<file path="config.mk">
export PLATFORM = sky130hd
export DESIGN_NAME = dht_reader
export DESIGN_NICKNAME = d
export VERILOG_FILES = /design/src/rtl/dht_pkg.sv /design/src/rtl/dht_us_tick.sv /design/src/rtl/dht_reader.sv
export SDC_FILE = /design/constraint.sdc
export NUM_CORES = 1
export LEC_CHECK = 0
export ABC_AREA = 1
export CORE_ASPECT_RATIO = 1.25
export CORE_MARGIN = 2
export CORE_UTILIZATION = 50
export DETAILED_ROUTE_END_ITERATION = 8
export GPL_TIMING_DRIVEN = 0
export PLACE_DENSITY = 0.69
export SYNTH_ARGS = -nofsm -noshare
export SYNTH_HDL_FRONTEND = slang
export SYNTH_SLANG_ARGS = --single-unit
</file>
<file path="constraint.sdc">
create_clock -name clk -period 4.9 [get_ports clk]
set_clock_uncertainty 0.15 [all_clocks]
set_input_delay 0.49 -clock clk [delete_from_list [all_inputs] [get_ports clk]]
set_output_delay 0.49 -clock clk [all_outputs]
set_load 0.01 [all_outputs]
</file>
<file path="src/rtl/dht_pkg.sv">
// rtl/dht_pkg.sv - shared types, constants and helpers for the DHT11/DHT22 reader
package dht_pkg;

    typedef enum logic [3:0] {
        ST_IDLE,
        ST_START_LOW,
        ST_RELEASE,
        ST_RESP_LOW,
        ST_RESP_HIGH,
        ST_BIT_LOW,
        ST_BIT_HIGH,
        ST_CHECK,
        ST_COOLDOWN
    } dht_state_e;

    localparam int US_PER_MS = 1000;
    localparam int NUM_BITS  = 40;

    function automatic int us_cycles(input int freq);
        return freq / 1_000_000;
    endfunction

endpackage

</file>
<file path="src/rtl/dht_us_tick.sv">
// rtl/dht_us_tick.sv - microsecond prescaler, restartable so each phase starts on a fresh microsecond
module dht_us_tick #(
    parameter int CYCLES = 12
) (
    input  logic clk,
    input  logic reset,
    input  logic clr,
    output logic tick
);

    localparam int W = (CYCLES > 1) ? $clog2(CYCLES) : 1;
    localparam logic [W-1:0] LAST = W'(CYCLES - 1);

    logic [W-1:0] cnt_q;
    logic [W-1:0] cnt_d;

    always_comb begin
        tick  = (cnt_q == LAST);
        cnt_d = tick ? '0 : cnt_q + 1'b1;
    end

    always_ff @(posedge clk) begin
        if (reset || clr) begin
            cnt_q <= '0;
        end else begin
            cnt_q <= cnt_d;
        end
    end

endmodule

</file>
<file path="src/rtl/dht_reader.sv">
// rtl/dht_reader.sv - single-wire DHT11/DHT22 40-bit reader with checksum, timeouts, cooldown and auto-trigger
module dht_reader
    import dht_pkg::*;
#(
    parameter int CLK_FREQ        = 12_000_000,
    parameter int START_MS        = 18,
    parameter int TIMEOUT_US      = 200,
    parameter int BIT_THRESH_US   = 50,
    parameter int MIN_INTERVAL_MS = 1000,
    parameter int AUTO_PERIOD_MS  = 0
) (
    input  logic        clk,
    input  logic        reset,
    input  logic        start,
    input  logic        dht_in,
    output logic        dht_oe,
    output logic        busy,
    output logic        valid,
    output logic [39:0] data,
    output logic        crc_ok,
    output logic        err_timeout
);

    localparam logic [19:0] START_US  = 20'(START_MS * US_PER_MS);
    localparam logic [19:0] TOUT_US   = 20'(TIMEOUT_US);
    localparam logic [19:0] THRESH_US = 20'(BIT_THRESH_US);
    localparam logic [19:0] COOL_US   = 20'(MIN_INTERVAL_MS * US_PER_MS);
    localparam logic [19:0] AUTO_US   = 20'(AUTO_PERIOD_MS * US_PER_MS);
    localparam logic [5:0]  LAST_BIT  = 6'(NUM_BITS - 1);

    dht_state_e  state_q, state_d;
    logic [2:0]  sync_q;
    logic        rise, fall;
    logic        us_tick, state_chg;
    logic [19:0] us_cnt_q;
    logic        timed_out, auto_fire, wait_state, tout_d;
    logic [39:0] shift_q, shift_d, frame_d;
    logic [5:0]  bit_cnt_q, bit_cnt_d;
    logic [7:0]  sum_d;
    logic        crc_d;
    logic [39:0] data_q;
    logic        crc_q, err_q;

    // Two flops of synchroniser, the third holds the previous sample for edge detect.
    always_ff @(posedge clk) begin
        if (reset) begin
            sync_q <= 3'b111;
        end else begin
            sync_q <= {sync_q[1:0], dht_in};
        end
    end

    assign rise = sync_q[1] & ~sync_q[2];
    assign fall = ~sync_q[1] & sync_q[2];

    assign state_chg = (state_d != state_q);

    dht_us_tick #(
        .CYCLES(us_cycles(CLK_FREQ))
    ) u_us_tick (
        .clk  (clk),
        .reset(reset),
        .clr  (state_chg),
        .tick (us_tick)
    );

    // Phase timer doubles as the auto-trigger timer while in IDLE.
    always_ff @(posedge clk) begin
        if (reset || state_chg) begin
            us_cnt_q <= '0;
        end else if (us_tick && (us_cnt_q != '1)) begin
            us_cnt_q <= us_cnt_q + 1'b1;
        end
    end

    assign timed_out = (us_cnt_q >= TOUT_US);
    assign auto_fire = (AUTO_PERIOD_MS != 0) && (us_cnt_q >= AUTO_US);

    always_ff @(posedge clk) begin
        if (reset) begin
            state_q <= ST_IDLE;
        end else begin
            state_q <= state_d;
        end
    end

    always_comb begin
        state_d    = state_q;
        wait_state = 1'b0;
        tout_d     = 1'b0;
        case (state_q)
            ST_IDLE:      if (start || auto_fire) state_d = ST_START_LOW;
            ST_START_LOW: if (us_cnt_q >= START_US) state_d = ST_RELEASE;
            ST_RELEASE: begin
                wait_state = 1'b1;
                if (fall) state_d = ST_RESP_LOW;
            end
            ST_RESP_LOW: begin
                wait_state = 1'b1;
                if (rise) state_d = ST_RESP_HIGH;
            end
            ST_RESP_HIGH: begin
                wait_state = 1'b1;
                if (fall) state_d = ST_BIT_LOW;
            end
            ST_BIT_LOW: begin
                wait_state = 1'b1;
                if (rise) state_d = ST_BIT_HIGH;
            end
            ST_BIT_HIGH: begin
                wait_state = 1'b1;
                if (fall) state_d = (bit_cnt_q == LAST_BIT) ? ST_CHECK : ST_BIT_LOW;
            end
            ST_CHECK:     state_d = ST_COOLDOWN;
            ST_COOLDOWN:  if (us_cnt_q >= COOL_US) state_d = ST_IDLE;
            default:      state_d = ST_IDLE;
        endcase
        // An edge in the same cycle wins over the timeout.
        if (wait_state && (state_d == state_q) && timed_out) begin
            state_d = ST_CHECK;
            tout_d  = 1'b1;
        end
    end

    always_comb begin
        dht_oe = (state_q == ST_START_LOW);
        busy   = (state_q != ST_IDLE);
        valid  = (state_q == ST_CHECK);
    end

    always_comb begin
        shift_d   = shift_q;
        bit_cnt_d = bit_cnt_q;
        if (state_q == ST_START_LOW) begin
            shift_d   = '0;
            bit_cnt_d = '0;
        end else if ((state_q == ST_BIT_HIGH) && fall) begin
            shift_d   = {shift_q[38:0], (us_cnt_q > THRESH_US)};
            bit_cnt_d = bit_cnt_q + 1'b1;
        end
        // Left-justify so a partial frame keeps its bits at the MSB end.
        frame_d = shift_d << (6'(NUM_BITS) - bit_cnt_d);
        sum_d   = shift_d[39:32] + shift_d[31:24] + shift_d[23:16] + shift_d[15:8];
        crc_d   = !tout_d && (sum_d == shift_d[7:0]);
    end

    always_ff @(posedge clk) begin
        if (reset) begin
            shift_q   <= '0;
            bit_cnt_q <= '0;
            data_q    <= '0;
            crc_q     <= 1'b0;
            err_q     <= 1'b0;
        end else begin
            shift_q   <= shift_d;
            bit_cnt_q <= bit_cnt_d;
            if (state_d == ST_CHECK) begin
                data_q <= frame_d;
                crc_q  <= crc_d;
                err_q  <= tout_d;
            end
        end
    end

    assign data        = data_q;
    assign crc_ok      = crc_q;
    assign err_timeout = err_q;

endmodule

</file>
==> run_1/io_placement.png <==
Pins as bars across the die edge, other pins in gray.
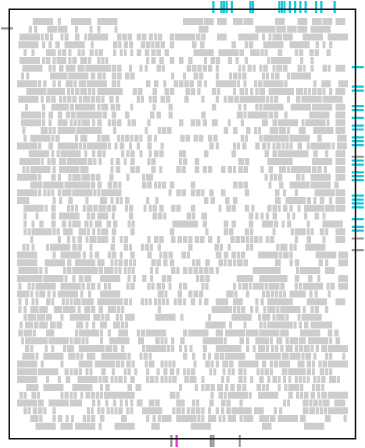
[magenta] dht_in | pins: 1 | direction: input | edge: south
[cyan] data | pins: 40 | direction: output | edge: 23 east, 17 north
all pins by edge: 26 east, 17 north, 5 south, 1 west

==> run_1/wires.png <==
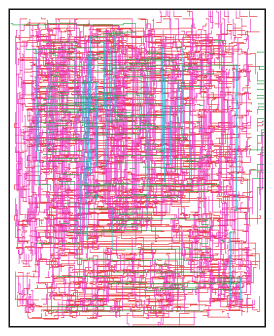
[cyan] metal 4 | wire length: 1510 um
[green] metal 3 | wire length: 2170 um
[magenta] metal 2 | wire length: 14400 um
[red] metal 1 | wire length: 12900 um

==> run_1/clk_routes.png <==
The bar under the picture is 20 um long.
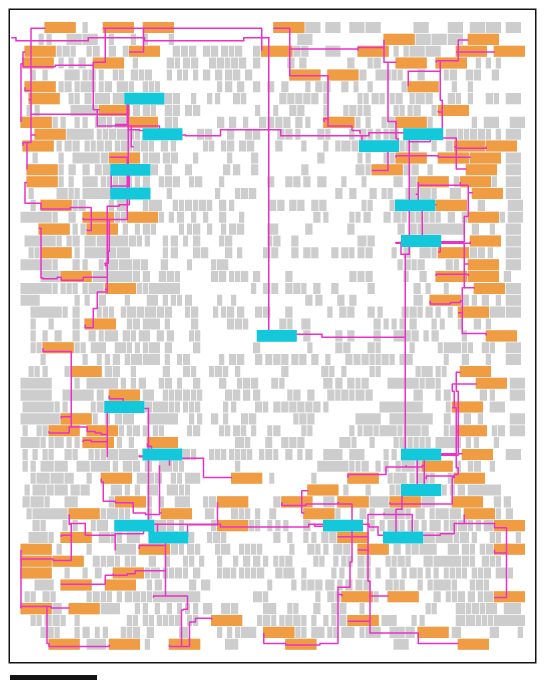
[magenta] clock wires | length: 1850 um
[orange] flip-flops | count: 119
[cyan] clock drivers | count: 17
routed clock nets: 18
flops lie: all over the die

==> run 1: cells in the final DEF (no fill, tap or decap), drive strengths merged, types with 6 or more instances in the layout <==
cell	n
ha	12
nor3	12
nand2	356
nand4	16
or2	8
inv	158
fa	14
buf	60
o21ai	39
a31oi	6
clkdlybuf4s50	48
dfxtp	119
xor2	12
clkbuf	47
a21oi	54
nand3	323
nor2	140
xnor2	12
o211ai	11
==> run 1: per-stage QoR <==
step / instance area (um2) / cells
after floorplan: 8470 / 1373
after global placement: 9230 / 1641
after detailed placement: 9230 / 1641
after CTS: 9900 / 1675
after global routing: 10200 / 1690
final: 10200 / 1691
==> out/qor.csv, run 1 <==
stage;metric;value;unit
outcome;status;finished clean;
final_timing;setup_viol;0;
final_timing;tightest_slew;0.998;ns
synth;adder_share;5.08;%
routing;vias_per_cell;5.69;
routing;detail_route.wl_per_cell;18.3;um
worst_setup_path;crit_path_max_incr_delay;0.53;ns
layout;nNetsFinal;1487;
synth;yosysTopAreaCell;dfxtp_1;
routing;drt_iter0_drc;914;
synth;yosys_area;8470;um2
routing;drc;0;
layout;clock_area_share;5.88;%
pwr;total_leakage_power;4.69;nW
synth;syn_nets;1403;
min_path;hold_path.startpoint;sync_q[0];
grt;antenna_found_initial;1;
layout;buffer_area_share;10.1;%
layout;inv_count;154;
clock_network;clock_latency;0.43;ns
min_path;hold_path.class;flip-flop to flip-flop;
synth;synth_area_per_cell;6.17;um2
synth;yosysMostFrequentCell;nand2_1;
layout;mi_logic_area;5310;um2
synth;ys.flops;119;
layout;seqCellArea;2380;um2
worst_setup_path;timing.critical_path.from;state_q[0];
worst_setup_path;endpoint;crc_ok;
synth;async_flop_share;0;%
floorplanning;rows;53;
grt;grt_pass1_vias;9007;
grt;grt.overflow.total;0;
job;maxCapViolations;0;
pwr;swShare;24.3;%
pwr;seq_power_share;41.5;%
synth;synth_area;8470;um2
clock_network;cts_resized;12;
clock_network;cts_setup_buffers;5;
worst_setup_path;critPathSlowestCell;fa_1;
pwr;internal-power;0.00178;W
synth;yosysWarnings;0;
synth;ys_types;41;
synth;ys_sh_xor;3.01;%
grt;grt_max_degree;20;
worst_setup_path;endpoint_kind;flip-flop;
final_timing;hold_slack;0.258;ns
worst_setup_path;r2r_end;crc_ok;
final_timing;finalMaxSlewViolations;0;
synth;synthAoiAreaFrac;7.47;%
floorplanning;initial_core_util;50.7;%
final_timing;layout_setup_ws;0.269;ns
floorplanning;die_y;150;um
synth;ys_sh_simple;45.6;%
clock_network;cts.sinks;119;
synth;top_logic_kind;simple AND/OR/NAND/NOR gates;
layout;final_util;60.9;%
synth;yosys.area.top_type_share;28.1;%
clock_network;path_clk_slew;0.06;ns
routing;routed.top_layer;met4;
min_path;hold_depth;1;
job;tool_warnings;28;
grt;grt_busiest_layer;met2;
worst_setup_path;r2r_start;state_q[0];
worst_setup_path;worstPathArrival;4.85;ns
pwr;power_leader;clock;
grt;grtUsageMet3;6.63;%
pwr;powerSeq;0.000973;W
pwr;power_frac_clock;54.8;%
final_timing;tns;0;ns
layout;nMultiInputCombCells;1029;
final_timing;finalCriticalPeriod;4.63;ns
layout;sh_seq_area;23.4;%
worst_setup_path;cp_num_buf_inv;6;
synth;synthFlopType;dfxtp_1;
synth;yosys.stat.seqShare;28.1;%
final_timing;fmax;216;MHz
layout;flop-count;119;
place;place_ws;-0.488;ns
layout;insertedDiodeCount;1;
worst_setup_path;crit_top_cell;nand2_1;
layout;n_fill_cell;1677;
grt;grt_pass1_wl;47900;um
layout;comb_area_share;52.2;%
worst_setup_path;critPathLaunchType;flip-flop;
pwr;p_comb_share;3.7;%
routing;dr_wl_met3;2170;um
worst_setup_path;r2r_slack;0.27;ns
pwr;switchingPower;0.000570;W
worst_setup_path;cp.required;5.11;ns
layout;synthToLayoutAreaGrowth;20.1;%
final_timing;post-route-period-util;94.5;%
final_timing;relSlewSlack;33.5;%
place;io_buffers;48;
grt;grt_usage;34.5;%
grt;globalRouteMet1Util;43.3;%
clock_network;htreeDepth;4;
clock_network;clockRootBuffer;clkbuf_16;
pwr;power;0.00234;W
worst_setup_path;crit_type;flip-flop to flip-flop;
floorplanning;fp.coreArea;16700;um2
clock_network;cts_tree;done;
layout;largest_class;combinational gates;
clock_network;numCtsBuffers;17;
synth;synth-edff-count;0;
worst_setup_path;critPathMaxFanout;8;
final_timing;hold_viol;0;
layout;clkbuf_count;19;
pwr;p_clk;0.00128;W
place;dp_hpwl;23300;um
synth;yosys_cells;1373;
floorplanning;dieArea;18000;um2
floorplanning;pin_count;49;
routing;drt-met1-wl;12900;um
worst_setup_path;crit_cells;27;
grt;grt_use_met2;56.8;%
pwr;power_density;230;nW/um2
synth;ys_sh_mux;0;%
routing;drt-pass1-iter-count;7;
synth;topCellsByArea;dfxtp_1, nand3_1, nand2_1;
floorplanning;taps;220;
routing;vias;9629;
min_path;min_to;sync_q[1];
==> run_1/placement.png <==
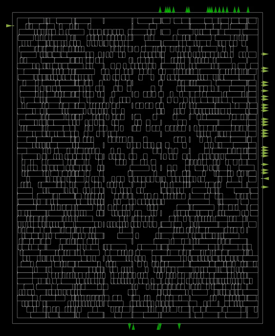

--- run 2 (diff from run 1) ---
- CORE_UTILIZATION: 50 -> 40
- PLACE_DENSITY: 0.69 -> default
==> run_2/placement.png <==
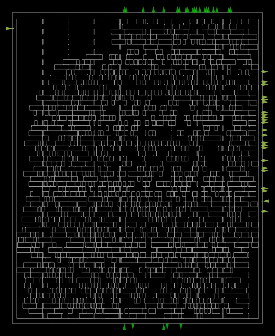
flop count: 119
core area: 20800 um2

==> run_2/clk_routes.png <==
The bar under the picture is 50 um long.
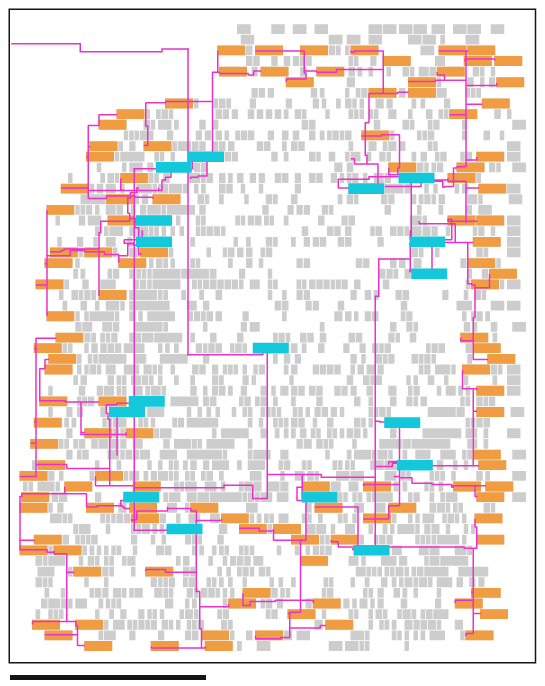
Clk pwr share: 53.4%
clk latency late pin: 0.44 ns

==> run_2/placement_by_type.png <==
Fill, decap, tap and diode cells in gray.
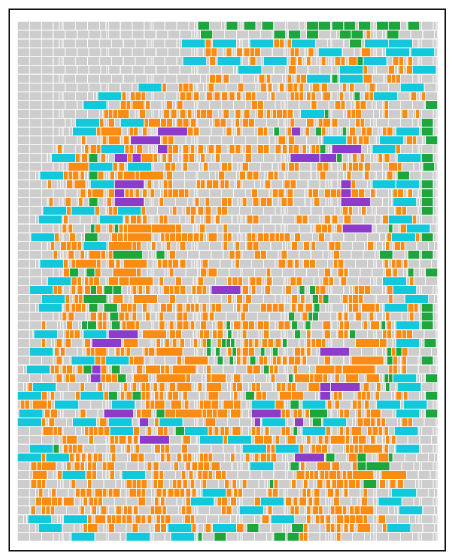
[orange] combinational and other logic | cells: 1183
[green] remaining buffers and delay cells | cells: 138
[cyan] sequential cells | cells: 119
[purple] clock drivers and dummy loads | cells: 32

==> out/qor.csv, run 2 <==
stage;metric;value;unit;change
layout;mi_logic_area;5290;um2;-0.24%
final_timing;hold_viol;0;;unchanged
final_timing;finalCriticalPeriod;4.66;ns;+0.0292 ns
pwr;power;0.00227;W;-3.3%
min_path;min_to;sync_q[1];;
worst_setup_path;endpoint_kind;flip-flop;;
routing;vias_per_cell;5.45;;-4.4%
synth;synth-edff-count;0;;unchanged
job;maxCapViolations;0;;unchanged
synth;ys_sh_simple;45.6;%;unchanged
grt;grt_pass1_vias;8840;;-1.9%
synth;yosys.area.top_type_share;28.1;%;unchanged
pwr;powerSeq;0.000975;W;about the same
clock_network;clockRootBuffer;clkbuf_16;;
clock_network;htreeDepth;4;;unchanged
floorplanning;initial_core_util;40.7;%;-10 points
place;io_buffers;48;;unchanged
floorplanning;rows;59;;+11%
layout;n_fill_cell;2265;;+35%
layout;layout.cells.most_common;nand2_1;;
synth;ys_sh_xor;3.01;%;unchanged
grt;grt_max_degree;20;;unchanged
place;placed_cell_area;9300;um2;+0.73%
pwr;internal-power;0.00166;W;-6.3%
clock_network;path_clk_slew;0.06;ns;about the same
synth;yosys.stat.seqShare;28.1;%;unchanged
synth;synthFlopType;dfxtp_1;;
pwr;swShare;26.6;%;+2.3 points
pwr;seq_power_share;43.0;%;+1.5 points
grt;grt.overflow.total;0;;unchanged
synth;synth_area_per_cell;6.17;um2;unchanged
layout;nNetsFinal;1489;;+0.13%
routing;drc;0;;unchanged
final_timing;fmax;215;MHz;-0.63%
clock_network;cts_tree;done;;
synth;yosysWarnings;0;;unchanged
pwr;power_leader;clock;;
final_timing;finalMaxSlewViolations;0;;unchanged
synth;yosysTopAreaCell;dfxtp_1;;
pwr;p_comb_share;3.6;%;about the same
synth;ys_sh_mux;0;%;unchanged
layout;lay_top_cells;nand2_1, nand3_1, inv_1;;
outcome;status;finished clean;;
grt;grt_use_met2;44.9;%;-12 points
grt;grt_usage;27.8;%;-6.7 points
floorplanning;dieArea;22400;um2;+24%
routing;drt_iter0_drc;844;;-7.7%
min_path;hold_path.class;flip-flop to flip-flop;;
worst_setup_path;worstPathArrival;4.84;ns;about the same
final_timing;post-route-period-util;95.1;%;+0.60 points
worst_setup_path;r2r_end;crc_ok;;
worst_setup_path;crit_cells;27;;unchanged
synth;synth_area;8470;um2;unchanged
synth;async_flop_share;0;%;unchanged
worst_setup_path;endpoint;crc_ok;;
synth;yosys_area;8470;um2;unchanged
place;dp_hpwl;24000;um;+2.8%
clock_network;cts.sinks;119;;unchanged
worst_setup_path;critPathSlowestCell;fa_1;;
grt;antenna_found_initial;0;;-1
pwr;total_leakage_power;4.67;nW;-0.48%
routing;routed.top_layer;met4;;
final_timing;relSlewSlack;46.5;%;+13 points
pwr;switchingPower;0.000603;W;+5.9%
grt;grt_pass1_wl;48500;um;+1.3%
floorplanning;die_y;167;um;+11%
layout;fin_area;10200;um2;+0.26%
grt;globalRouteMet1Util;36.8;%;-6.5 points
grt;grtUsageMet3;3.65;%;-3.0 points
synth;syn_nets;1403;;unchanged
synth;ys_types;41;;unchanged
routing;dr_wl_met3;1830;um;-16%
clock_network;cts_setup_buffers;5;;unchanged
clock_network;cts_resized;11;;-1
pwr;power_density;222;nW/um2;-3.6%
pwr;p_clk;0.00121;W;-5%
synth;yosys_cells;1373;;unchanged
worst_setup_path;critPathLaunchType;flip-flop;;
final_timing;setup_viol;0;;unchanged
synth;adder_share;5.08;%;unchanged
synth;ys.flops;119;;unchanged
worst_setup_path;r2r_start;state_q[2];;
job;tool_warnings;28;;unchanged
synth;yosysMostFrequentCell;nand2_1;;
synth;top_logic_kind;simple AND/OR/NAND/NOR gates;;
routing;drt-pass1-iter-count;6;;-1
-- run 2: cell counts after synthesis --
Identical to the previous run, type by type.
-- run 2: area by class of cell --
cell class | count | area share, %
multi-input cells | 1029 | 51.9
flip-flops and latches | 119 | 23.4
repair buffers | 71 | 6.67
inverters | 154 | 5.69
clock buffers | 18 | 4.31
plain buffers | 67 | 3.58
well taps | 274 | 3.36
clock inverters | 14 | 1.13
-- run 2: stage by stage --
stage	worst slack [ns]	cells	hold WS [ns]	setup TNS (ns)	util, %
after floorplan	0.593	1373	0.239	0	-
after global placement	-0.469	1695	0.241	-0.469	44.7
after detailed placement	-0.443	1695	0.247	-0.443	44.7
after CTS	0.00269	1729	0.262	0	47.6
after global routing	-0.0185	1746	0.271	-0.0185	49.0
final	0.240	1746	0.258	0	49.0
Power and IR drop assume default switching activity.
